### src/rtl/jit_pipeline_vec_pkg.sv
// Shared field layout for the jit_pipeline_vec word, used by both receive and transmit sides.
// The integrity rule lives here so both sides agree on what a bad word is.
package jit_pipeline_vec_pkg;

  localparam int BUS_W   = 25;
  localparam int TAG_BIT = 24;
  localparam int DATA_HI = 23;
  localparam int DATA_LO = 8;
  localparam int LO8_HI  = 7;
  localparam int DATA_W  = DATA_HI - DATA_LO + 1;
  localparam int LO8_W   = LO8_HI + 1;

  // A word is bad when its lo8 field does not repeat the low byte of data.
  function automatic logic word_bad(input logic [BUS_W-1:0] w);
    return w[LO8_HI:0] != w[DATA_LO+LO8_W-1:DATA_LO];
  endfunction

endpackage

### src/rtl/jit_pipeline_vec_rx_if.sv
// Producer/consumer handshake bundle for the receive FIFO.
// The slave modport is the receiver's view; master is the view of whoever drives it.
interface jit_pipeline_vec_rx_if;
  import jit_pipeline_vec_pkg::*;

  logic              in_valid;
  logic              in_ready;
  logic [BUS_W-1:0]  in_bus;
  logic              out_valid;
  logic              out_ready;
  logic              tag;
  logic [DATA_W-1:0] data;
  logic [LO8_W-1:0]  lo8;

  modport slave (
    input  in_valid, in_bus, out_ready,
    output in_ready, out_valid, tag, data, lo8
  );

  modport master (
    output in_valid, in_bus, out_ready,
    input  in_ready, out_valid, tag, data, lo8
  );

endinterface

### src/rtl/jit_rx_fifo.sv
// Small first-word-fall-through FIFO; the head entry is read asynchronously so it
// is visible the cycle after it is written. Callers must not write when full or read when empty.
module jit_rx_fifo #(
  parameter int WIDTH = 25,
  parameter int DEPTH = 4
) (
  input  logic                     clk,
  input  logic                     srst,
  input  logic                     wr_en,
  input  logic [WIDTH-1:0]         wr_data,
  input  logic                     rd_en,
  output logic [WIDTH-1:0]         rd_data,
  output logic                     full,
  output logic                     empty,
  output logic [$clog2(DEPTH):0]   level
);

  localparam int PW = $clog2(DEPTH);
  localparam int LW = PW + 1;

  logic [WIDTH-1:0] mem [DEPTH];
  logic [PW-1:0]    wr_ptr_reg;
  logic [PW-1:0]    rd_ptr_reg;
  logic [LW-1:0]    level_reg;

  // Storage is not reset; occupancy alone decides what is valid.
  always_ff @(posedge clk) begin
    if (wr_en) begin
      mem[wr_ptr_reg] <= wr_data;
    end
  end

  // DEPTH is a power of two, so pointers wrap by natural overflow.
  always_ff @(posedge clk) begin
    if (srst) begin
      wr_ptr_reg <= '0;
      rd_ptr_reg <= '0;
      level_reg  <= '0;
    end else begin
      if (wr_en) begin
        wr_ptr_reg <= wr_ptr_reg + 1'b1;
      end
      if (rd_en) begin
        rd_ptr_reg <= rd_ptr_reg + 1'b1;
      end
      case ({wr_en, rd_en})
        2'b10:   level_reg <= level_reg + 1'b1;
        2'b01:   level_reg <= level_reg - 1'b1;
        default: level_reg <= level_reg;
      endcase
    end
  end

  assign rd_data = mem[rd_ptr_reg];
  assign full    = (level_reg == LW'(DEPTH));
  assign empty   = (level_reg == '0);
  assign level   = level_reg;

endmodule

### src/rtl/jit_pipeline_vec_rx.sv
// Receive side: checks each accepted word, counts words and failures, and queues
// words (optionally dropping bad ones) in a first-word-fall-through FIFO.
module jit_pipeline_vec_rx
  import jit_pipeline_vec_pkg::*;
#(
  parameter int DEPTH    = 4,
  parameter int DROP_BAD = 0
) (
  input  logic                   sys_clk,
  input  logic                   sys_rst,
  jit_pipeline_vec_rx_if.slave   rx,
  output logic                   err_pulse,
  output logic [7:0]             err_count,
  output logic [15:0]            word_count,
  output logic [$clog2(DEPTH):0] level
);

  logic             push;
  logic             pop;
  logic             bad;
  logic             fifo_wr;
  logic             fifo_full;
  logic             fifo_empty;
  logic [BUS_W-1:0] head;

  logic             err_pulse_reg;
  logic [7:0]       err_count_reg;
  logic [7:0]       err_count_next;
  logic [15:0]      word_count_reg;
  logic [15:0]      word_count_next;

  // Both handshakes depend only on registered occupancy, never on out_ready.
  assign rx.in_ready  = !fifo_full;
  assign rx.out_valid = !fifo_empty;

  assign push    = rx.in_valid && rx.in_ready;
  assign pop     = rx.out_valid && rx.out_ready;
  assign bad     = word_bad(rx.in_bus);
  assign fifo_wr = push && !((DROP_BAD != 0) && bad);

  jit_rx_fifo #(
    .WIDTH (BUS_W),
    .DEPTH (DEPTH)
  ) u_fifo (
    .clk     (sys_clk),
    .srst    (sys_rst),
    .wr_en   (fifo_wr),
    .wr_data (rx.in_bus),
    .rd_en   (pop),
    .rd_data (head),
    .full    (fifo_full),
    .empty   (fifo_empty),
    .level   (level)
  );

  assign rx.tag  = head[TAG_BIT];
  assign rx.data = head[DATA_HI:DATA_LO];
  assign rx.lo8  = head[LO8_HI:0];

  always_comb begin
    err_count_next  = err_count_reg;
    word_count_next = word_count_reg;
    if (push) begin
      word_count_next = word_count_reg + 16'd1;
      if (bad && (err_count_reg != 8'hFF)) begin
        err_count_next = err_count_reg + 8'd1;
      end
    end
  end

  always_ff @(posedge sys_clk) begin
    if (sys_rst) begin
      err_pulse_reg  <= 1'b0;
      err_count_reg  <= '0;
      word_count_reg <= '0;
    end else begin
      err_pulse_reg  <= push && bad;
      err_count_reg  <= err_count_next;
      word_count_reg <= word_count_next;
    end
  end

  assign err_pulse  = err_pulse_reg;
  assign err_count  = err_count_reg;
  assign word_count = word_count_reg;

endmodule

### src/flat_wrapper.sv
// flat-port wrapper written by rule: the top's interface ports become plain ports
module jit_pipeline_vec_rx_flat import jit_pipeline_vec_pkg::*;
#(
  parameter int DEPTH    = 4,
  parameter int DROP_BAD = 0
)
  (sys_clk, sys_rst, err_pulse, err_count, word_count, level, rx_in_valid, rx_in_bus, rx_out_ready, rx_in_ready, rx_out_valid, rx_tag, rx_data, rx_lo8);
  jit_pipeline_vec_rx_if rx_i ();
  input  logic sys_clk;
  input  logic sys_rst;
  output logic err_pulse;
  output logic [7:0] err_count;
  output logic [15:0] word_count;
  output logic [$clog2(DEPTH):0] level;
  input wire logic [$bits(rx_i.in_valid)-1:0] rx_in_valid;
  input wire logic [$bits(rx_i.in_bus)-1:0] rx_in_bus;
  input wire logic [$bits(rx_i.out_ready)-1:0] rx_out_ready;
  output wire logic [$bits(rx_i.in_ready)-1:0] rx_in_ready;
  output wire logic [$bits(rx_i.out_valid)-1:0] rx_out_valid;
  output wire logic [$bits(rx_i.tag)-1:0] rx_tag;
  output wire logic [$bits(rx_i.data)-1:0] rx_data;
  output wire logic [$bits(rx_i.lo8)-1:0] rx_lo8;
  assign rx_i.in_valid = rx_in_valid;
  assign rx_i.in_bus = rx_in_bus;
  assign rx_i.out_ready = rx_out_ready;
  assign rx_in_ready = rx_i.in_ready;
  assign rx_out_valid = rx_i.out_valid;
  assign rx_tag = rx_i.tag;
  assign rx_data = rx_i.data;
  assign rx_lo8 = rx_i.lo8;
  jit_pipeline_vec_rx #(.DEPTH(DEPTH), .DROP_BAD(DROP_BAD)) u_core (.sys_clk(sys_clk), .sys_rst(sys_rst), .rx(rx_i), .err_pulse(err_pulse), .err_count(err_count), .word_count(word_count), .level(level));
endmodule
### config.mk
export PLATFORM = sky130hd
export DESIGN_NAME = jit_pipeline_vec_rx_flat
export DESIGN_NICKNAME = d
export VERILOG_FILES = /design/src/rtl/jit_pipeline_vec_pkg.sv /design/src/rtl/jit_pipeline_vec_rx_if.sv /design/src/rtl/jit_rx_fifo.sv /design/src/rtl/jit_pipeline_vec_rx.sv /design/src/flat_wrapper.sv
export SDC_FILE = /design/constraint.sdc
export NUM_CORES = 1
export LEC_CHECK = 0
export CORE_MARGIN = 3
export CORE_UTILIZATION = 55
export DETAILED_ROUTE_END_ITERATION = 7
export GPL_ROUTABILITY_DRIVEN = 0
export PLACE_DENSITY = 0.8
export RECOVER_POWER = 25
export SYNTH_ARGS = -nofsm -noshare
export SYNTH_HDL_FRONTEND = slang
export SYNTH_SLANG_ARGS = --single-unit
### constraint.sdc
create_clock -name sys_clk -period 5.1 [get_ports sys_clk]
set_clock_uncertainty 0.1 [all_clocks]
set_input_delay 1.02 -clock sys_clk [delete_from_list [all_inputs] [get_ports sys_clk]]
set_output_delay 1.02 -clock sys_clk [all_outputs]
set_load 0.02 [all_outputs]
Fig. 1: metal layers overlaid
Scale bar: 20 um.
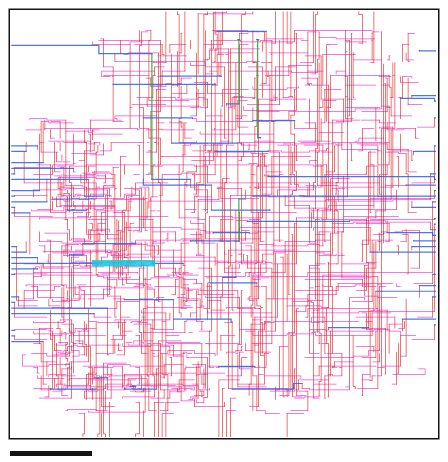
color	layer	wire length
red	M2	5590 um
blue	M3	735 um
cyan	M5	13.8 um
magenta	M1	4520 um
green	M4	80.2 um

Fig. 2: track usage over the die
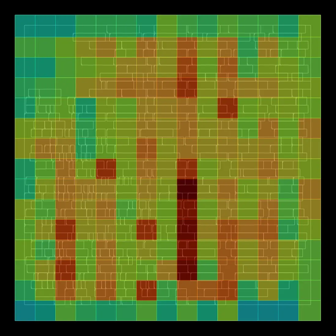
met1 layer usage reported by global route: 27.83%
met2 track demand over resource: 36.07%
gr busiest metal: met2
Final Core Density: 74.10%
GR Layer Usage met3: 7.200%

Fig. 3: pin placement
Pins as bars across the die edge, other pins in gray.
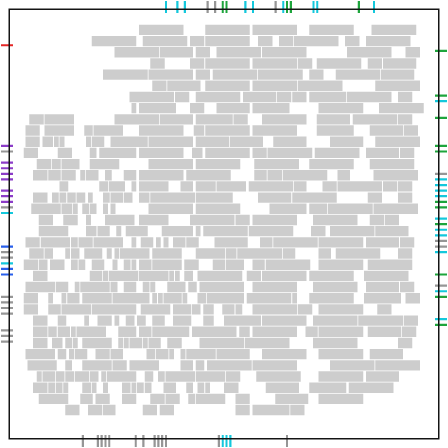
color	port	pins	direction	edge
cyan	`rx_in_bus`	25	input	11 right, 9 top, 3 bottom, 2 left
green	`rx_data`	16	output	11 right, 5 top
red	`sys_clk`	1	input	left
purple	`err_count`	8	output	left
blue	`level`	3	output	left

Fig. 4: clock wires, drivers and flops
Scale bar: 20 um.
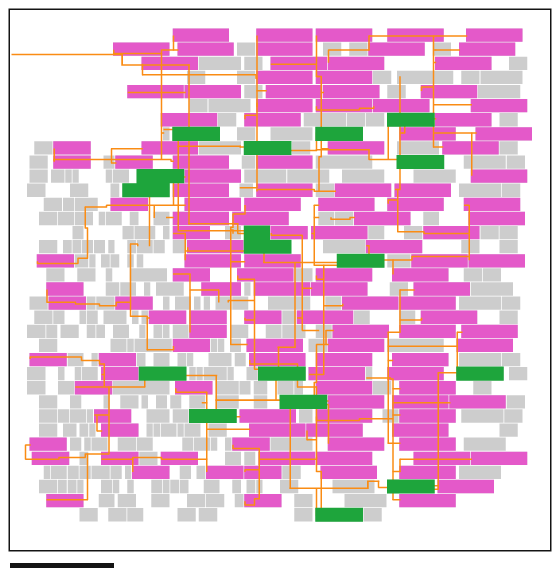
[orange] clock wires | length: 1540 um
[magenta] flip-flops | count: 134
[green] clock-net drivers | count: 17
flops lie	widely spread

==> summary.txt <==
Status on the layout run. The run finished with clean final reports. Per the skew report, the later register of the worst-skew pair sees a clock latency of 510 ps. According to the floorplan report, the die width is 104.1 um. Ranking logic cells in the layout by count gives the top entries 100 x edfxtp_1, 65 x clkdlybuf4s50_1, 33 x dfxtp_1. Looking at the hold checks, the worst path lands on u_core.u_fifo.wr_ptr_reg[1]$_SDFFE_PP0P_. Counting every sink on the clock net gives 134. Detailed-route vias per instance landed at 5.486.

The report puts the cell count of the worst reg-to-reg path at 9. Final period utilization landed at 73.31%. Total via count after detailed routing landed at 3061. Post-synthesis cell type count landed at 37. TritonRoute output was used to compute an average wire per cell of 19.59 um. The routed design uses 735 um of met3 wire. Number of antenna violations at the first check in global routing landed at 1. According to the tapcell log, the count of inserted taps is 129. Switching share of power landed at 27.36%. The critical path in this run is classified as flip-flop to output port. Fraction of registers with async set/reset landed at 0%. In the final layout, multi-input gates take up 21.84% of the cell area. During I/O placement, the number of pins put on the boundary was 84. Combinational cells account for 23.2% of the total power. The timing report attributes the biggest portion of critical-path delay to flip-flops.
-- power by group through the flow --
stage          sequential [uW]  combinational (uW)  clock [uW]
6_report                  1390                 798        1250
5_1_grt                   1410                 848        1330
4_1_cts                   1400                 810        1280
3_5_place_dp              1410                 799           0
3_3_place_gp              1410                 784           0
2_1_floorplan             1370                 510           0
-- cells in the mapped netlist, drive strengths merged, types with 4 or more instances --
cell	number	area (um2)
edfxtp	100	3003
dfxtp	34	680.7
nor2	27	101.4
mux4	25	563.0
xor2	18	157.7
nand2	12	45.04
a21oi	11	55.05
and3	11	68.82
clkbuf	10	37.54
inv	8	30.03
xnor2	8	70.07
ha	7	87.58
nand4	7	43.79
nand3	5	25.02
or3	5	31.28
buf	4	32.53
o21ai	4	20.02
Power and IR drop assume default switching activity.
